**config.mk**
```make
export PLATFORM = sky130hd
export DESIGN_NAME = transport_packetizer
export DESIGN_NICKNAME = d
export VERILOG_FILES = /design/src/rtl/transport_pkg.sv /design/src/rtl/transport_word_buf.sv /design/src/rtl/transport_packetizer.sv
export SDC_FILE = /design/constraint.sdc
export NUM_CORES = 1
export LEC_CHECK = 0
export CAP_MARGIN = 40
export CELL_PAD_IN_SITES_DETAIL_PLACEMENT = 0
export CELL_PAD_IN_SITES_GLOBAL_PLACEMENT = 2
export CORE_UTILIZATION = 45
export CTS_CLUSTER_SIZE = 24
export DETAILED_ROUTE_END_ITERATION = 10
export PLACE_DENSITY_LB_ADDON = 0.08
export SYNTH_ARGS = -nofsm -noshare
export SYNTH_HDL_FRONTEND = slang
export SYNTH_SLANG_ARGS = --single-unit
```
**constraint.sdc**
```tcl
create_clock -name clk -period 4.7 [get_ports clk]
set_input_delay 0.94 -clock clk [delete_from_list [all_inputs] [get_ports clk]]
set_output_delay 0.94 -clock clk [all_outputs]
set_load 0.005 [all_outputs]
```
**src/rtl/transport_pkg.sv**
```systemverilog
// Shared command codes, header layout and transmit FSM states for the transport packetizer.
package transport_pkg;

  localparam logic [1:0] CMD_IDLE  = 2'b00;
  localparam logic [1:0] CMD_CTRL  = 2'b01;
  localparam logic [1:0] CMD_AUDIO = 2'b10;
  localparam logic [1:0] CMD_FLUSH = 2'b11;

  localparam logic [1:0] TYPE_CTRL  = 2'b01;
  localparam logic [1:0] TYPE_AUDIO = 2'b10;

  localparam int unsigned SEQ_W = 6;

  typedef struct packed {
    logic [1:0]       pkt_type;
    logic [SEQ_W-1:0] seq;
  } pkt_hdr_t;

  typedef enum logic [2:0] {
    ST_COLLECT,
    ST_HDR,
    ST_DEST,
    ST_PAYLOAD,
    ST_PAD
  } tx_state_t;

endpackage

```
**src/rtl/transport_word_buf.sv**
```systemverilog
// Audio frame buffer: word writes at a running index, byte-granular read (MSB byte first), index clear.
module transport_word_buf
  import transport_pkg::*;
#(
  parameter int unsigned WORD_W      = 16,
  parameter int unsigned AUDIO_WORDS = 7,
  parameter int unsigned ADDR_W      = 4,
  parameter int unsigned IDX_W       = $clog2(AUDIO_WORDS + 1)
) (
  input  logic              clk,
  input  logic              reset_n,
  input  logic              wr_en_i,
  input  logic [WORD_W-1:0] wr_data_i,
  input  logic              clr_i,
  output logic [IDX_W-1:0]  idx_o,
  input  logic [ADDR_W-1:0] rd_addr_i,
  output logic [7:0]        rd_byte_o
);

  localparam int unsigned BPW = WORD_W / 8;
  localparam int unsigned NB  = AUDIO_WORDS * BPW;

  logic [NB-1:0][7:0] mem_q;
  logic [IDX_W-1:0]   idx_q;

  // Bytes are stored flattened so reads need no division by the word size.
  always_ff @(posedge clk or negedge reset_n) begin
    if (!reset_n) begin
      mem_q <= '0;
      idx_q <= '0;
    end else begin
      if (wr_en_i) begin
        for (int w = 0; w < AUDIO_WORDS; w++) begin
          if (idx_q == IDX_W'(w)) begin
            for (int b = 0; b < BPW; b++) begin
              mem_q[w*BPW + b] <= wr_data_i[WORD_W-1-8*b -: 8];
            end
          end
        end
      end
      if (clr_i) begin
        idx_q <= '0;
      end else if (wr_en_i) begin
        idx_q <= idx_q + IDX_W'(1);
      end
    end
  end

  always_comb begin
    rd_byte_o = '0;
    for (int i = 0; i < NB; i++) begin
      if (rd_addr_i == ADDR_W'(i)) rd_byte_o = mem_q[i];
    end
  end

  assign idx_o = idx_q;

endmodule

```
**src/rtl/transport_packetizer.sv**
```systemverilog
// Builds fixed-length control/audio packets and streams them one byte per cycle with backpressure.
// Optional TRANSPORT_SEQ_EN puts a shared 6-bit sequence counter in the header.
module transport_packetizer
  import transport_pkg::*;
#(
  parameter int unsigned PACKET_BYTES = 16,
  parameter int unsigned WORD_W       = 16,
  parameter int unsigned AUDIO_WORDS  = 7
) (
  input  logic              clk,
  input  logic              reset_n,
  input  logic [7:0]        phone_num,
  input  logic [1:0]        cmd,
  input  logic [WORD_W-1:0] data,
  input  logic              in_valid,
  output logic              in_ready,
  output logic [7:0]        out_byte,
  output logic              out_valid,
  input  logic              out_ready,
  output logic              busy
);

  localparam int unsigned BPW   = WORD_W / 8;
  localparam int unsigned TAIL  = PACKET_BYTES - 2;
  localparam int unsigned NB    = AUDIO_WORDS * BPW;
  localparam int unsigned CNT_W = $clog2(PACKET_BYTES);
  localparam int unsigned IDX_W = $clog2(AUDIO_WORDS + 1);

  tx_state_t         state_q, state_d;
  logic              pkt_ctrl_q, pkt_ctrl_d;
  logic [CNT_W-1:0]  pay_len_q, pay_len_d;
  logic [CNT_W-1:0]  cnt_q, cnt_d;
  logic [WORD_W-1:0] ctrl_word_q, ctrl_word_d;
  logic [7:0]        ctrl_dest_q, ctrl_dest_d;
  logic [7:0]        audio_dest_q, audio_dest_d;
  logic [7:0]        out_byte_q, out_byte_d;
  logic              out_valid_q, out_valid_d;
  logic              in_ready_q, in_ready_d;
  logic              busy_q, busy_d;
  logic [SEQ_W-1:0]  seq_q;

  logic              accept_c, hs_c, start_c;
  logic              buf_wr_c, buf_clr_c;
  logic [IDX_W-1:0]  buf_idx;
  logic [CNT_W-1:0]  rd_addr_c;
  logic [7:0]        buf_byte, ctrl_byte_c, pay_byte_c;
  pkt_hdr_t          hdr_c;

  assign accept_c = in_valid && in_ready_q;
  assign hs_c     = out_valid_q && out_ready;

  transport_word_buf #(
    .WORD_W     (WORD_W),
    .AUDIO_WORDS(AUDIO_WORDS),
    .ADDR_W     (CNT_W),
    .IDX_W      (IDX_W)
  ) u_word_buf (
    .clk      (clk),
    .reset_n  (reset_n),
    .wr_en_i  (buf_wr_c),
    .wr_data_i(data),
    .clr_i    (buf_clr_c),
    .idx_o    (buf_idx),
    .rd_addr_i(rd_addr_c),
    .rd_byte_o(buf_byte)
  );

  // Payload byte that will be presented after the current handshake.
  assign rd_addr_c = (state_q == ST_PAYLOAD) ? cnt_q + CNT_W'(1) : '0;

  always_comb begin
    ctrl_byte_c = '0;
    for (int b = 0; b < BPW; b++) begin
      if (rd_addr_c == CNT_W'(b)) ctrl_byte_c = ctrl_word_q[WORD_W-1-8*b -: 8];
    end
  end

  assign pay_byte_c = pkt_ctrl_q ? ctrl_byte_c : buf_byte;

`ifdef TRANSPORT_SEQ_EN
  always_ff @(posedge clk or negedge reset_n) begin
    if (!reset_n) begin
      seq_q <= '0;
    end else if (state_q == ST_HDR && hs_c) begin
      seq_q <= seq_q + SEQ_W'(1);
    end
  end
`else
  assign seq_q = '0;
`endif

  always_ff @(posedge clk or negedge reset_n) begin
    if (!reset_n) begin
      state_q      <= ST_COLLECT;
      pkt_ctrl_q   <= 1'b0;
      pay_len_q    <= '0;
      cnt_q        <= '0;
      ctrl_word_q  <= '0;
      ctrl_dest_q  <= '0;
      audio_dest_q <= '0;
      out_byte_q   <= '0;
      out_valid_q  <= 1'b0;
      in_ready_q   <= 1'b1;
      busy_q       <= 1'b0;
    end else begin
      state_q      <= state_d;
      pkt_ctrl_q   <= pkt_ctrl_d;
      pay_len_q    <= pay_len_d;
      cnt_q        <= cnt_d;
      ctrl_word_q  <= ctrl_word_d;
      ctrl_dest_q  <= ctrl_dest_d;
      audio_dest_q <= audio_dest_d;
      out_byte_q   <= out_byte_d;
      out_valid_q  <= out_valid_d;
      in_ready_q   <= in_ready_d;
      busy_q       <= busy_d;
    end
  end

  always_comb begin
    state_d      = state_q;
    pkt_ctrl_d   = pkt_ctrl_q;
    pay_len_d    = pay_len_q;
    cnt_d        = cnt_q;
    ctrl_word_d  = ctrl_word_q;
    ctrl_dest_d  = ctrl_dest_q;
    audio_dest_d = audio_dest_q;
    out_byte_d   = out_byte_q;
    out_valid_d  = out_valid_q;
    buf_wr_c     = 1'b0;
    buf_clr_c    = 1'b0;
    start_c      = 1'b0;
    hdr_c        = '{pkt_type: TYPE_AUDIO, seq: seq_q};

    unique case (state_q)
      ST_COLLECT: begin
        if (accept_c) begin
          unique case (cmd)
            CMD_CTRL: begin
              ctrl_word_d    = data;
              ctrl_dest_d    = phone_num;
              pkt_ctrl_d     = 1'b1;
              pay_len_d      = CNT_W'(BPW);
              hdr_c.pkt_type = TYPE_CTRL;
              start_c        = 1'b1;
            end
            CMD_AUDIO: begin
              buf_wr_c = 1'b1;
              if (buf_idx == '0) audio_dest_d = phone_num;
              if (buf_idx == IDX_W'(AUDIO_WORDS - 1)) begin
                buf_clr_c  = 1'b1;
                pkt_ctrl_d = 1'b0;
                pay_len_d  = CNT_W'(NB);
                start_c    = 1'b1;
              end
            end
            CMD_FLUSH: begin
              if (buf_idx != '0) begin
                buf_clr_c  = 1'b1;
                pkt_ctrl_d = 1'b0;
                pay_len_d  = CNT_W'(32'(buf_idx) * BPW);
                start_c    = 1'b1;
              end
            end
            CMD_IDLE: ;
            default: ;
          endcase
        end
        if (start_c) begin
          state_d     = ST_HDR;
          out_valid_d = 1'b1;
          out_byte_d  = hdr_c;
        end
      end
      ST_HDR: begin
        if (hs_c) begin
          state_d    = ST_DEST;
          out_byte_d = pkt_ctrl_q ? ctrl_dest_q : audio_dest_q;
        end
      end
      ST_DEST: begin
        if (hs_c) begin
          cnt_d = '0;
          if (pay_len_q != '0) begin
            state_d    = ST_PAYLOAD;
            out_byte_d = pay_byte_c;
          end else begin
            state_d    = ST_PAD;
            out_byte_d = '0;
          end
        end
      end
      ST_PAYLOAD: begin
        if (hs_c) begin
          if (cnt_q == pay_len_q - CNT_W'(1)) begin
            if (pay_len_q == CNT_W'(TAIL)) begin
              state_d     = ST_COLLECT;
              out_valid_d = 1'b0;
            end else begin
              state_d    = ST_PAD;
              cnt_d      = cnt_q + CNT_W'(1);
              out_byte_d = '0;
            end
          end else begin
            cnt_d      = cnt_q + CNT_W'(1);
            out_byte_d = pay_byte_c;
          end
        end
      end
      ST_PAD: begin
        if (hs_c) begin
          if (cnt_q == CNT_W'(TAIL - 1)) begin
            state_d     = ST_COLLECT;
            out_valid_d = 1'b0;
          end else begin
            cnt_d      = cnt_q + CNT_W'(1);
            out_byte_d = '0;
          end
        end
      end
      default: state_d = ST_COLLECT;
    endcase

    in_ready_d = (state_d == ST_COLLECT);
    busy_d     = (state_d != ST_COLLECT);
  end

  assign in_ready  = in_ready_q;
  assign busy      = busy_q;
  assign out_byte  = out_byte_q;
  assign out_valid = out_valid_q;

endmodule
```
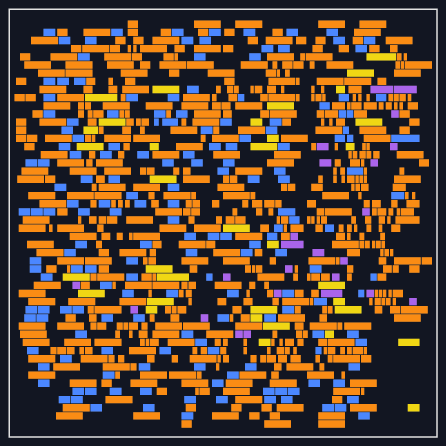
Figure 1: run 1, cells by drive strength.
Scale: 3 px per um.
colour	size	cells	most used
orange	drive 1 or less	577	dfrtp_1
blue	drive 2	171	mux2_2
purple	drive 3 to 4	24	buf_4
yellow	drive 6 and up	34	clkbuf_16

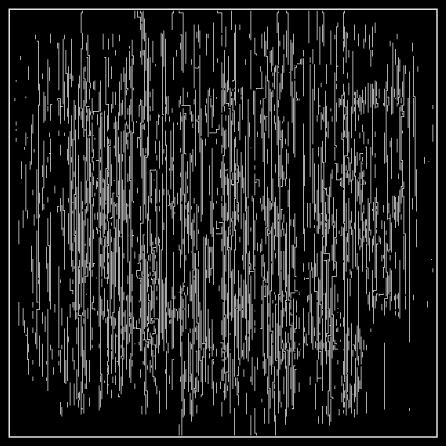
Figure 2: run 1, the metal 2 layer.
Scale: 3 px per um.
wire length on this layer	12300 um
longest straight run	90.1 um
share of all routed wire	47%
nets with wire on the layer	743
main direction	vertical

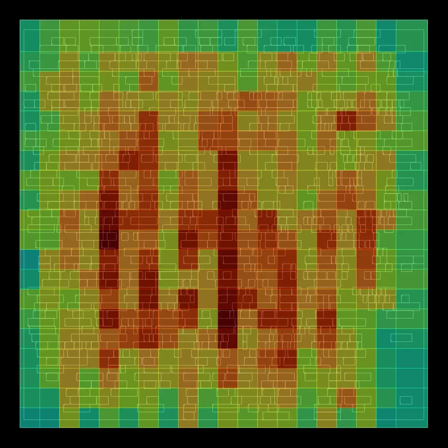
Figure 3: run 1, congestion heat map.
final core utilization: 53.3%
all-layer global routing usage: 27.8%
most crowded layer after global routing: met2
met2 Use GR: 42.9%
GRT met3 Usage: 4.17%

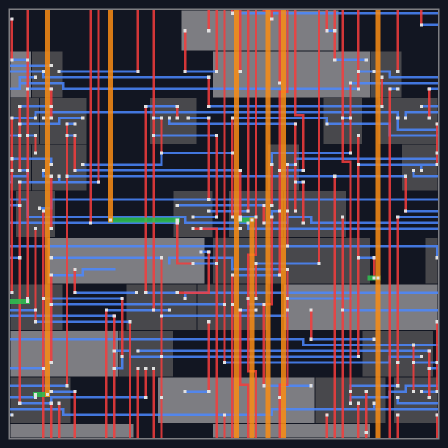
Figure 4: run 1, layout detail.
Region (59, 59) to (84, 84) um. Cells in grey, sequential cells in the stronger grey; small squares are vias.
colour	layer
orange	met4
red	met2
blue	met1
green	met3
sequential cells in the window	6
cells with their middle in the window	29
most frequent	mux2_2 (6), dfrtp_1 (6), o21ai_0 (3)
netlist names of flops here include	u_word_buf.mem_q (6)

==> flow_metrics.env, run 1 <==
# source this file to load flow results
export IMPL_cp_data_required_time_ns=5.02
export IMPL_aoi_share_pct=13.5
export IMPL_combPwrFrac_pct=38.8
export IMPL_vias_per_cell=6.26
export IMPL_finalNetCount=833
export IMPL_cts_hold_fix_buffers=0
export IMPL_syn_inst=765
export IMPL_grt_overflow_total=0
export IMPL_pre_cts_ws_ns=1.11
export IMPL_drive_above_1_share_pct=28.4
export IMPL_comb_power_uw=2260
export IMPL_rsz0062_at_grt="false"
export IMPL_grt_pass1_wl_mm=41.2
export IMPL_avgSynthCellArea_um2=11.5
export IMPL_slowest_stage="nor2_1"
export IMPL_clk_power_uw=1480
export IMPL_hold_path_class="register to register"
export IMPL_slew_headroom_pct=35.0
export IMPL_reg_top3="u_word_buf.mem_q: 112 flops, ctrl_word_q: 16 flops"
export IMPL_detailed_place_hpwl_mm=17.9
export IMPL_most_common_cell="dfrtp_1"
export IMPL_fin_ws_ns=1.24
export IMPL_port_buffers=40
export IMPL_drcViolationCount=0
export IMPL_finalHoldViolations=0
export IMPL_adder_share_pct=1.42
export IMPL_status="completed"
export IMPL_hp_start="ctrl_word_q[8]$_DFFE_PN0P_"
export IMPL_netSwitchingPower_uw=2220
export IMPL_slew_viol_final=0
export IMPL_ys_warn_count=0
export IMPL_switching_share_pct=38.1
export IMPL_rr_worst_depth=9
export IMPL_htreeDepth=4
export IMPL_tns_ns=0
export IMPL_antenna_found_initial=0
==> run 1: area by class of cell <==
class / count / area (um^2)
sequential: 169 / 4230
clock inverter: 14 / 175
clock buffer: 18 / 439
fill: 1686 / 8850
timing repair buffer: 59 / 581
tap: 260 / 325
inverter: 20 / 75.1
multi-input combinational: 526 / 4280
==> run 1: through the flow <==
stage	power [uW]	util, %	std cells
after floorplan	3520	-	765
after global placement	4270	49.9	1032
after detailed placement	4350	50.1	1034
after CTS	5830	53.3	1066
after global routing	6120	53.3	1066
final	5810	53.3	1066
==> run 1: routing by layer <==
layer | wire, um | global-route usage [%]
met1 | 11400 | 37.6
met2 | 12300 | 42.9
met3 | 1390 | 4.17
met4 | 1190 | 15.2
met5 | 0 | 0
Figure 5. Sequential cells grouped by signal name (run 1).
Scale: 3 px per um. Other sequential cells in the stronger grey, the rest of the logic in the fainter grey.
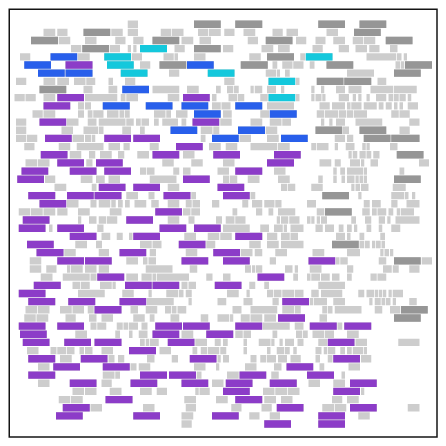

==> run 1 -> run 2 <==
--- a/config.mk
+++ b/config.mk
@@ -8,7 +8,7 @@
 export CAP_MARGIN = 40
 export CELL_PAD_IN_SITES_DETAIL_PLACEMENT = 0
 export CELL_PAD_IN_SITES_GLOBAL_PLACEMENT = 2
-export CORE_UTILIZATION = 45
+export CORE_UTILIZATION = 42
 export CTS_CLUSTER_SIZE = 24
 export DETAILED_ROUTE_END_ITERATION = 10
 export PLACE_DENSITY_LB_ADDON = 0.08
==> constraint.sdc (replaced) <==
create_clock -name clk -period 3.3 [get_ports clk]
set_input_delay 0.66 -clock clk [delete_from_list [all_inputs] [get_ports clk]]
set_output_delay 0.66 -clock clk [all_outputs]
set_load 0.005 [all_outputs]
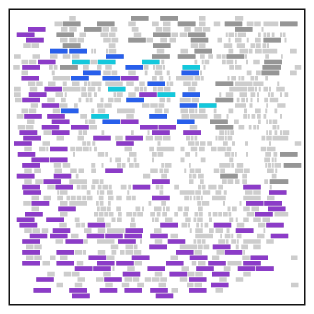
Figure 6: run 2, sequential cells grouped by signal name.
Scale: 2 px per um. Other sequential cells in the stronger grey, the rest of the logic in the fainter grey.
colour	signal	flops
purple	u_word_buf.mem_q	112
cyan	out_byte	8
blue	ctrl_word_q	16
not coloured	33

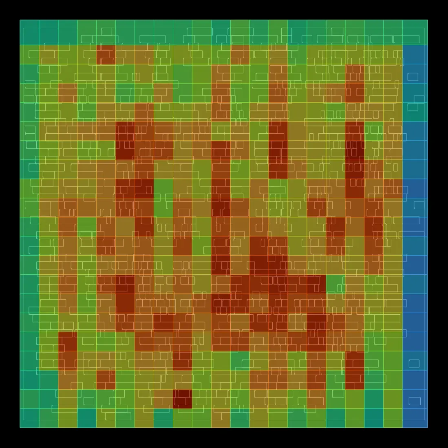
Figure 7: run 2, congestion heat map.
all-layer global routing usage: 27.4%
drt wl/cell: 25.6 um
met1 GRT Util: 36.3%
final core utilization: 50.1%

==> run 2 against run 1 <==
Against the previous run: clock power grew 34%; critical endpoint is now out_byte[7]$_DFFE_PN0P_; largest power group unchanged; critical path type unchanged; highest routed layer unchanged; clock skew grew 0.0073 ns; final cell count grew 3.1%; largest cell class unchanged.
==> flow_metrics.env, run 2 <==
# source this file to load flow results
export IMPL_status="completed"
export IMPL_syn_inst=765
export IMPL_hold_path_class="primary input to asynchronous set/reset pin"
export IMPL_dominant_cells="multi-input combinational cells"
export IMPL_taps=270
export IMPL_wl_met3_mm=1.13
export IMPL_fillers=1882
export IMPL_rsz0062_at_grt="false"
export IMPL_seq_area_share_pct=41.3
export IMPL_route_top_layer_used="met4"
export IMPL_finalNetCount=856
export IMPL_nonClkBufAreaFrac_pct=7.24
export IMPL_finalHoldViolations=0
export IMPL_clock_buffers=18
export IMPL_clkCellAreaFrac_pct=5.61
export IMPL_grt_pass1_wl_mm=43.8
export IMPL_place_inst=1067
export IMPL_buffers=82
export IMPL_multi_input_comb_cells=526
export IMPL_htreeDepth=4
export IMPL_drive_above_1_share_pct=30.4
export IMPL_ys_warn_count=0
export IMPL_tns_ns=0
export IMPL_fin_ws_ns=0.422
export IMPL_avgSynthCellArea_um2=11.5
export IMPL_pre_cts_ws_ns=0.411
export IMPL_wl_met2_mm=13.8
export IMPL_regArea_mm2=0.00423
export IMPL_grt_overflow_total=0
export IMPL_p_total_uw=8240
export IMPL_wl_met1_mm=12.5
export IMPL_antenna_found_initial=0
export IMPL_grt_busiest_layer="met2"
export IMPL_cts_hold_fix_buffers=0
export IMPL_slew_viol_final=0
export IMPL_instances_no_fill=1099
export IMPL_grt_met3_usage_pct=4.04
export IMPL_port_buffers=40
export IMPL_slowest_stage="dfrtp_2"
export IMPL_vias_per_cell=6.13
[run 2: cell counts after synthesis]
Identical to the previous run, type by type.
[run 2: power by group]
group          total [uW]  switching [uW]  leakage, uW  internal [uW]
logic                3230            1840      0.00214           1390
clock network        1990             973     0.000281           1010
registers            3020             402      0.00224           2620
total                8240            3210      0.00466           5020
[run 2: cells by family (layout without fill, tap and decap cells)]
kind of cell | Yosys count | in the layout | synth area share (%)
and+or+nand+nor | 173 | 173 | 11.2
DFF | 169 | 169 | 47.9
muxes | 168 | 168 | 21.1
AOI/OAI and AO/OA | 166 | 166 | 13.5
buffers and inverters | 70 | 134 | 3.71
adders and majority gates | 10 | 10 | 1.42
xor gates and xnor gates | 9 | 9 | 1.13
Power and IR drop assume default switching activity.
